$ cat src/rtl/dmem_bridge.sv
// M-stage data-memory responder: turns one load/store into an addr_ok/data_ok
// bus transaction, with strobes, load extension, address errors and stall.
module dmem_bridge #(
   parameter int AW = 32,
   parameter int DW = 32
) (
   input  logic          clk,
   input  logic          rst,
   input  logic          memenM,
   input  logic          memwriteM,
   input  logic [AW-1:0] addrM,
   input  logic [DW-1:0] wdataM,
   input  logic [1:0]    sizeM,
   input  logic          signedM,
   input  logic          flushM,
   input  logic          stall_other,
   output logic          data_req,
   output logic          data_wr,
   output logic [AW-1:0] data_addr,
   output logic [3:0]    data_wstrb,
   output logic [DW-1:0] data_wdata,
   input  logic          data_addr_ok,
   input  logic          data_data_ok,
   input  logic [DW-1:0] data_rdata,
   output logic [DW-1:0] rdataM,
   output logic          stallM,
   output logic          adelM,
   output logic          adesM,
   output logic [AW-1:0] badvaddrM
);

   typedef enum logic [2:0] {IDLE, ADDR, DATA, DONE, DRAIN} state_t;

   state_t        state, state_n;
   logic          misaligned, access_ok, valid, issue, killed, capture;
   logic [AW-1:0] r_addr;
   logic [1:0]    r_size;
   logic          r_signed, r_wr;
   logic [3:0]    r_wstrb, wstrb_in;
   logic [DW-1:0] r_wdata, wdata_in, load_ext;
   logic [7:0]    byte_v;
   logic [15:0]   half_v;

   assign misaligned = (sizeM == 2'b01 && addrM[0]) || (sizeM[1] && addrM[1:0] != 2'b00);
   assign access_ok  = memenM & ~flushM;
   assign valid      = access_ok & ~misaligned;
   assign adelM      = access_ok & misaligned & ~memwriteM;
   assign adesM      = access_ok & misaligned & memwriteM;
   assign badvaddrM  = addrM;
   assign issue      = (state == IDLE) && valid;
   assign capture    = (state == DATA) && data_data_ok && !flushM && !r_wr;

   always_comb begin
      wstrb_in = 4'b0000;
      wdata_in = wdataM;
      case (sizeM)
         2'b00: begin
            wstrb_in = 4'b0001 << addrM[1:0];
            wdata_in = {4{wdataM[7:0]}};
         end
         2'b01: begin
            wstrb_in = addrM[1] ? 4'b1100 : 4'b0011;
            wdata_in = {2{wdataM[15:0]}};
         end
         default: wstrb_in = 4'b1111;
      endcase
      if (!memwriteM) wstrb_in = 4'b0000;
   end

   // Extraction uses the latched request; the M-stage inputs may have moved on.
   always_comb begin
      case (r_addr[1:0])
         2'd0:    byte_v = data_rdata[7:0];
         2'd1:    byte_v = data_rdata[15:8];
         2'd2:    byte_v = data_rdata[23:16];
         default: byte_v = data_rdata[31:24];
      endcase
      half_v = r_addr[1] ? data_rdata[31:16] : data_rdata[15:0];
      case (r_size)
         2'b00:   load_ext = {{24{r_signed & byte_v[7]}}, byte_v};
         2'b01:   load_ext = {{16{r_signed & half_v[15]}}, half_v};
         default: load_ext = data_rdata;
      endcase
   end

   always_ff @(posedge clk) begin
      if (!rst) state <= IDLE;
      else      state <= state_n;
   end

   always_comb begin
      state_n = state;
      case (state)
         IDLE:  if (valid) state_n = data_addr_ok ? DATA : ADDR;
         ADDR:  if (data_addr_ok) state_n = (killed || flushM) ? DRAIN : DATA;
         DATA: begin
            if (flushM)            state_n = data_data_ok ? IDLE : DRAIN;
            else if (data_data_ok) state_n = DONE;
         end
         DONE:  if (!stall_other) state_n = IDLE;
         DRAIN: if (data_data_ok) state_n = IDLE;
         default: state_n = IDLE;
      endcase
   end

   always_comb begin
      data_req   = issue || state == ADDR;
      stallM     = issue || state == ADDR || state == DATA || state == DRAIN;
      data_wr    = issue ? memwriteM : r_wr;
      data_addr  = issue ? {addrM[AW-1:2], 2'b00} : {r_addr[AW-1:2], 2'b00};
      data_wstrb = issue ? wstrb_in : r_wstrb;
      data_wdata = issue ? wdata_in : r_wdata;
   end

   // A flush seen while waiting for addr_ok must survive until acceptance.
   always_ff @(posedge clk) begin
      if (!rst) begin
         killed   <= 1'b0;
         r_addr   <= '0;
         r_size   <= 2'b00;
         r_signed <= 1'b0;
         r_wr     <= 1'b0;
         r_wstrb  <= 4'b0000;
         r_wdata  <= '0;
         rdataM   <= '0;
      end else begin
         killed <= (state == ADDR) && !data_addr_ok && (killed || flushM);
         if (issue) begin
            r_addr   <= addrM;
            r_size   <= sizeM;
            r_signed <= signedM;
            r_wr     <= memwriteM;
            r_wstrb  <= wstrb_in;
            r_wdata  <= wdata_in;
         end
         if (capture) rdataM <= load_ext;
      end
   end

endmodule

$ cat config.mk
export PLATFORM = sky130hd
export DESIGN_NAME = dmem_bridge
export DESIGN_NICKNAME = d
export VERILOG_FILES = /design/src/rtl/dmem_bridge.sv
export SDC_FILE = /design/constraint.sdc
export NUM_CORES = 1
export LEC_CHECK = 0
export CAP_MARGIN = 20
export CORE_MARGIN = 3
export CORE_UTILIZATION = 48
export CTS_BUF_LIST = sky130_fd_sc_hd__clkbuf_8
export DETAILED_ROUTE_END_ITERATION = 12
export PLACE_DENSITY = 0.95
export SETUP_SLACK_MARGIN = 0.1
export SLEW_MARGIN = 30
export SYNTH_ARGS = -nofsm -noshare
export SYNTH_HDL_FRONTEND = slang
export SYNTH_SLANG_ARGS = --single-unit
$ cat constraint.sdc
create_clock -name clk -period 3.85 [get_ports clk]
set_input_delay 0.385 -clock clk [delete_from_list [all_inputs] [get_ports clk]]
set_output_delay 0.385 -clock clk [all_outputs]
set_load 0.01 [all_outputs]
==> notes.md, run 1 <==
flow finished, numbers: CP most frequent cell clkdlybuf4s50_1, Comb gate area 3020 µm², vias in the first global route 5133, met1 Use GR roughly 30%, vias per cell approximately 5.5, hold path endpoint r_wdata[29], clock-cell share of area 2.18%, M3 GR Usage under 10%, CP Cell Sequence clkdlybuf4s50_1 -> a21oi_1 -> o211ai_4 -> buf_12 -> mux2_2 -> clkdlybuf4s50_1, Unique cell types 51, GPL Wtd Cong 0.892, Slew headroom 37.0%, Critical path buffers and inverters 3, Chip Area 13200 µm², core area 11500 µm², critical path type in -> out, clk root buf clkbuf_8, CTS HTree Levels 3, PostCTS Resize Cnt 0, GR Util All Layers 25.4%, Post-DRT Antenna Nets 0, CTS Buffer Depth 2, met3 WL between 1.5 and 2 mm, fp util ~50%, Syn Area/Cell 9.42 µm², Yosys Instances 605, flip-flops 108, Hold Crit Start r_wdata[29], Top pwr grp registers, Leak 3.30 nW, Worst-path clk slew 0.10 ns, I/O Pins between 200 and 250, Max Cap Violations 0, Final Hold Fails 0, Slowest-stage cell, CP clkdlybuf4s50_1, fill cell count 824, multi-input gate share of total cell area a little under two fifths, Inserted Diodes 0, synthesis area per yosys 5700 µm², yosys warns 0, hold buffer count at cts 0, Startpoint Class primary input, chip height 115 µm, largest net degree at the start of global routing roughly 48, TritonCTS buffer count 9, initial antenna violation count 0, R2R setup slack 1.37 ns, status complete, no violations, Top cell excl fill/tap clkdlybuf4s50_1, cell area after synthesis 5700 µm², Internal Pwr Total ~2.2 mW, most frequent cells in the layout 240 x clkdlybuf4s50_1, 108 x dfxtp_1, 69 x nand2_1, GR Overflow Total 0, Die Wd between 100 and 150 µm, DP Area 7920 µm², DR vias between 5000 and 6000, number of core rows 39, RSZ-0062 raised after global routing false, Max-area cell class multi-input combinational cells, cycle use final 83.9%, Pre-antenna DRT Iters 6, DR top layer met4, combinational fraction of design power 37.5%, Worst Max-Slew Pin Slew 0.945 ns, ys async rst share 0%, Power Total 3.13 mW, FF+latch area ~2200 µm², flop share of the area 26.7%, synthesized netlist cell count 605, RR Startpoint state[1], wire length on met2 ~8.3 mm, wire length per cell 18.3 µm, area leader, netlist dfxtp_1
[run 1: state kept, by name, summed over array words and instances (netlist names)]
name	flops
state	3
r_signed	1
r_wdata	32
killed	1
r_addr	32
r_wr	1
r_wstrb	4
r_size	2
rdataM	32
[run 1: worst reg2reg max path: cells and delay by family, from the launching register on]
family,cells,cell delay (ns)
buf+inv,1,0.30
simple gates,2,0.70
compound gates,2,0.74
flops,1,0.63
[run 1: Yosys cell counts (all sizes together) (2+ instances only)]
cell type	number
dfxtp	108
nand2	69
mux2	57
and2	53
buf	50
a21oi	44
o21ai	36
mux2i	29
clkbuf	28
nor2	17
a21boi	13
o21a	11
o211ai	10
nor2b	8
o211a	8
a22o	7
nand2b	7
o21bai	7
a22oi	6
and3	6
inv	4
a2111oi	2
a31oi	2
nor4	2
o31a	2
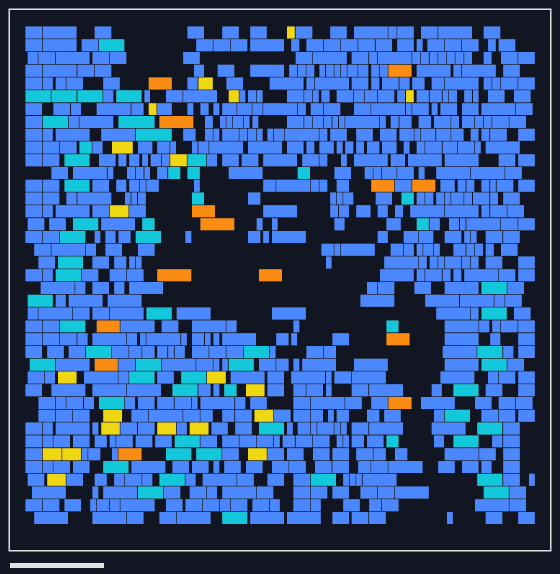
Run 1: cells by drive strength
Scale bar: 20 µm.
legend:
  yellow:
    size: x2
    cells: 20
  blue:
    size: x1 and smaller
    cells: 704
  cyan:
    size: x3 and x4
    cells: 58
  orange:
    size: x6 and larger
    cells: 14

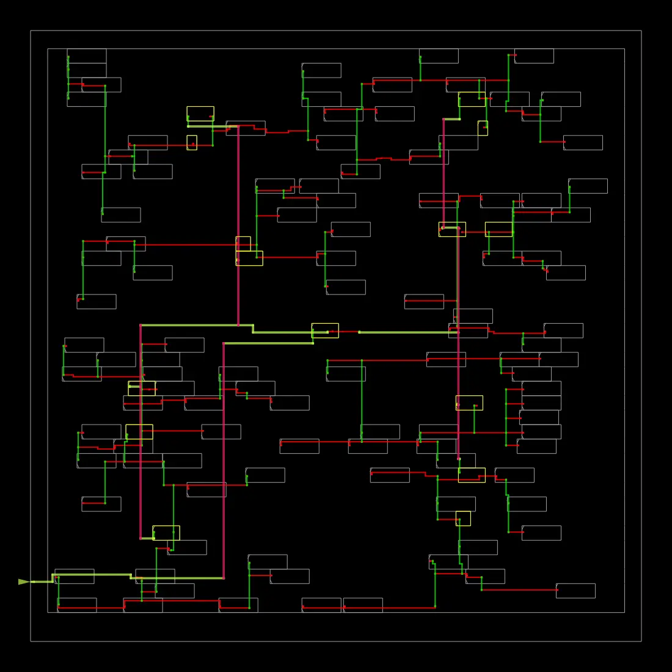
Run 1: clock routing
Worst Clk Skew: 0.00990 ns
P_clk: 0.654 mW
clk sinks: 108

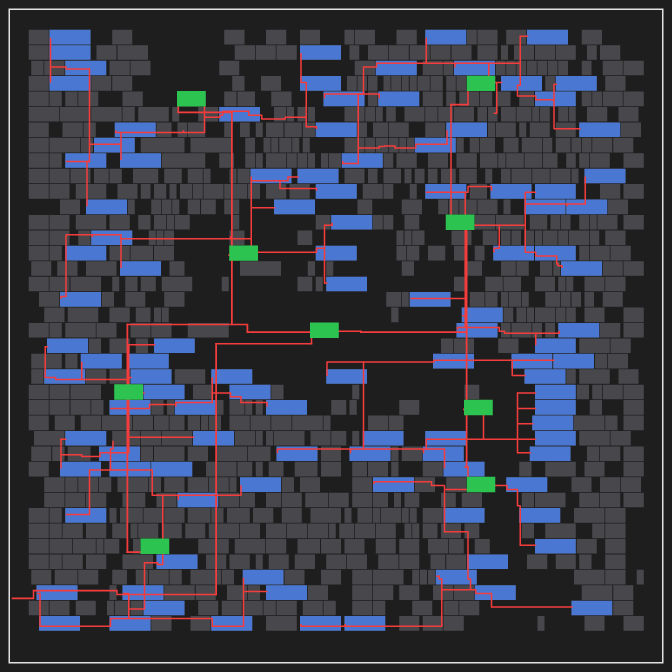
Run 1: routed clock nets over the placement
legend:
  red:
    item: clock wires
    length: 1340 µm
  blue:
    item: flip-flops
    count: 108
  green:
    item: clock-net drivers
    count: 9
flops lie: widely spread

Run 1, pin placement:
Pins as bars across the die edge, other pins in grey.
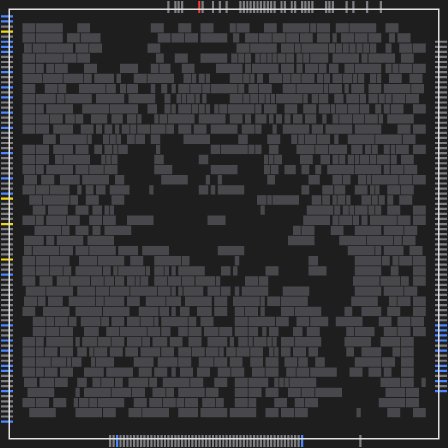

==> inputs of run 2 (changes only) <==
- CORE_UTILIZATION: 48 -> 44
- PLACE_DENSITY: 0.95 -> 0.93
- clock period: 3.85 -> 3.1 ns (I/O delays scaled with it)
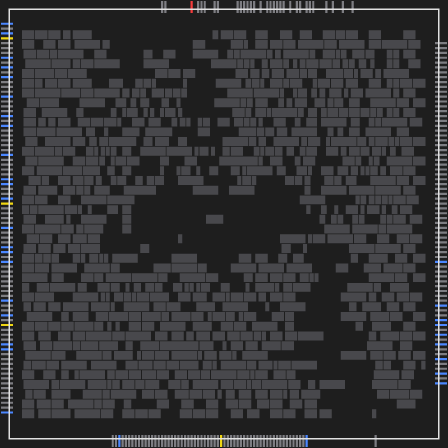
Run 2: pin placement
Pins as bars across the die edge, other pins in grey.
legend:
  yellow:
    port: data_wstrb
    pins: 4
    direction: output
    edge: 3 left, 1 bottom
  blue:
    port: addrM
    pins: 32
    direction: input
    edge: 21 left, 9 right, 2 bottom
  red:
    port: stall_other
    pins: 1
    direction: input
    edge: top
all pins by edge: 81 left, 71 right, 61 bottom, 31 top

==> run 2 against run 1 <==
  * Sequential cell count stayed put
  * Clock skew is 0.0031 ns higher
  * Critical path type unchanged
  * Global-route usage is 1.7 points lower
  * Core utilization is 3.1 points lower
==> notes.md, run 2 <==
flow finished, numbers: multi-input gate share of total cell area 36.5% (-0.81 points), GPL Wtd Cong 0.848 (-4.9%), initial DRC count about 450, fill cell count 977 (+19%), wire length on met2 8.72 mm (+5.6%), clk root buf clkbuf_8, CTS HTree Levels 3 (unchanged), CTS Buffer Depth 2 (unchanged), wire length per cell 18.0 µm (-2.0%), clk sinks 108 (unchanged), top cells, area dfxtp_1 38%, mux2_4 12%, and2_1 5.8%, Die Wd 120 µm (+4.2%), Final Hold Fails 0 (unchanged), Hold Crit Start r_addr[1], vias in the first global route 5132 (-0.019%), nonclk inv count 5, Unique cell types 51 (unchanged), clock-cell share of area 2.71% (+0.53 points), most frequent cells in the layout 239 x clkdlybuf4s50_1, 107 x dfxtp_1, 69 x nand2_1, area leader, netlist dfxtp_1, TritonCTS clock tree built, Comb gate area 3020 µm² (unchanged), synthesized netlist cell count 605 (unchanged), largest net degree at the start of global routing 50 (+4.2%), Regs by FF count r_addr (32), r_wdata (32), rdataM (32), yosys warns 0 (unchanged), Startpoint Class primary input, RSZ-0062 raised after global routing true, core area 12300 µm² (+6.9%), DP HPWL about 13 mm, vias per cell 5.30 (-3.3%), met1 Use GR 28.3% (-2.0 points), M3 GR Usage 8.15% (+0.36 points), ao+oa area frac about 18%, crit path capture data_wdata[26], DR vias 5180 (+0.74%), Pre-antenna DRT Iters 5 (-1), R2R setup slack 1.11 ns (-0.26 ns), most common cell in the netlist dfxtp_1, status complete, no violations, Core Util, Final 67.2%, cycle use final 94.5%, DR top layer met4, Post-DRT Antenna Nets 0 (unchanged), HP Class reg -> reg, Synth Area in XOR/XNOR 0%, GR Util All Layers 23.7% (-1.7 points), Power Total 4.09 mW (+31%), number of non-clock buffers 266, met3 WL 1.61 mm (-0.43%), Yosys Instances 605 (unchanged), Worst-path clk slew 0.10 ns (about the same), Chip Area 14300 µm² (+8.6%), non-clk buf share a little under a third, fp util 46.3% (-3.2 points), cell area after synthesis 5700 µm² (unchanged), critical path type in -> out, GR Overflow Total 0 (unchanged), chip height 120 µm (+4.2%), Slew headroom 51.5% (+14 points), TritonCTS buffer count 9 (unchanged), synth cell count leaders 108 x dfxtp_1, 69 x nand2_1, 53 x and2_1, Worst Max-Slew Pin Slew 0.728 ns (-0.217 ns), first-pass GRT wire length approximately 27 mm, ys async rst share 0% (unchanged), flop share of the area 26.1% (-0.57 points), RR Startpoint state[1], Leak 3.42 nW (+3.4%), FF+latch area 2160 µm² (about the same), Hold WS 0.461 ns, number of core rows 40 (+2.6%), Place WS 0.152 ns, DP Area 7990 µm² (+0.90%), initial antenna violation count 0 (unchanged), n_taps roughly 170, DRC Markers 0, Top cell excl fill/tap clkdlybuf4s50_1, Max-area cell class multi-input combinational cells, EDFF count, synth 0, Inserted Diodes 0 (unchanged), synthesis area per yosys 5700 µm² (unchanged), I/O Pins 244 (unchanged), hold path endpoint r_addr[1], Max Cap Violations 0 (unchanged), FA/HA/MAJ Cells, Area Fraction less than 1%, Syn Area/Cell 9.42 µm² (unchanged)
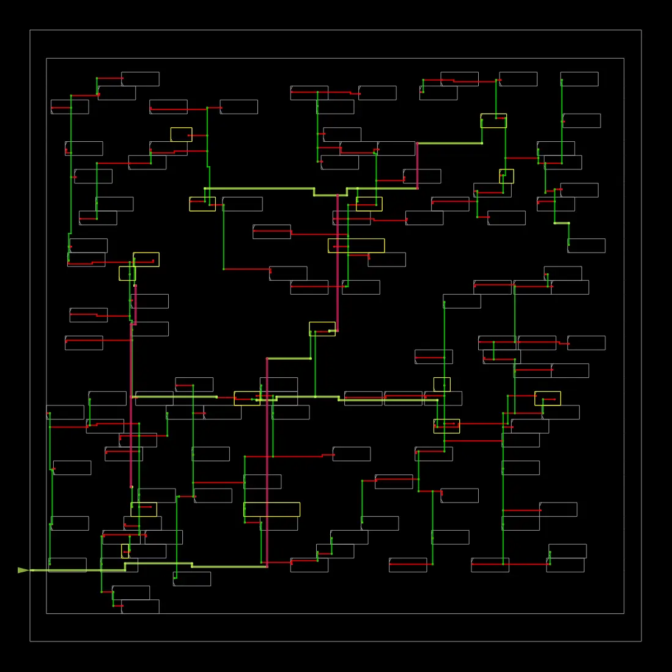
Run 2: clock routing
Worst Clk Skew: 0.0130 ns
P_clk: 0.981 mW
# clk buffers: 9
flip-flops: 108

==> run 2: cell counts after synthesis <==
Identical to the previous run, type by type.
==> run 2: timing repair <==
item / CTS / global route
setup buffers: 0 / 4
resized: 0 / 3
setup endpoints to repair: 0 / 19
hold buffers: 0 / 0
==> run 2: worst max-delay path, cell delays in order <==
cell and delay, ns:
clkdlybuf4s50_1 0.56, and2_1 0.29, nor4_4 0.30, buf_4 0.17, clkbuf_16 0.17, o211ai_1 0.13, nand2_1 0.10, clkdlybuf4s50_1 0.57
==> run 2: report_power, final <==
part / total, mW / internal [mW] / switching, mW
logic: 1.53 / 0.862 / 0.669
clock network: 0.981 / 0.461 / 0.520
registers: 1.58 / 1.52 / 0.0610
Power figures rest on the tool's default switching activity, not on a simulated workload.
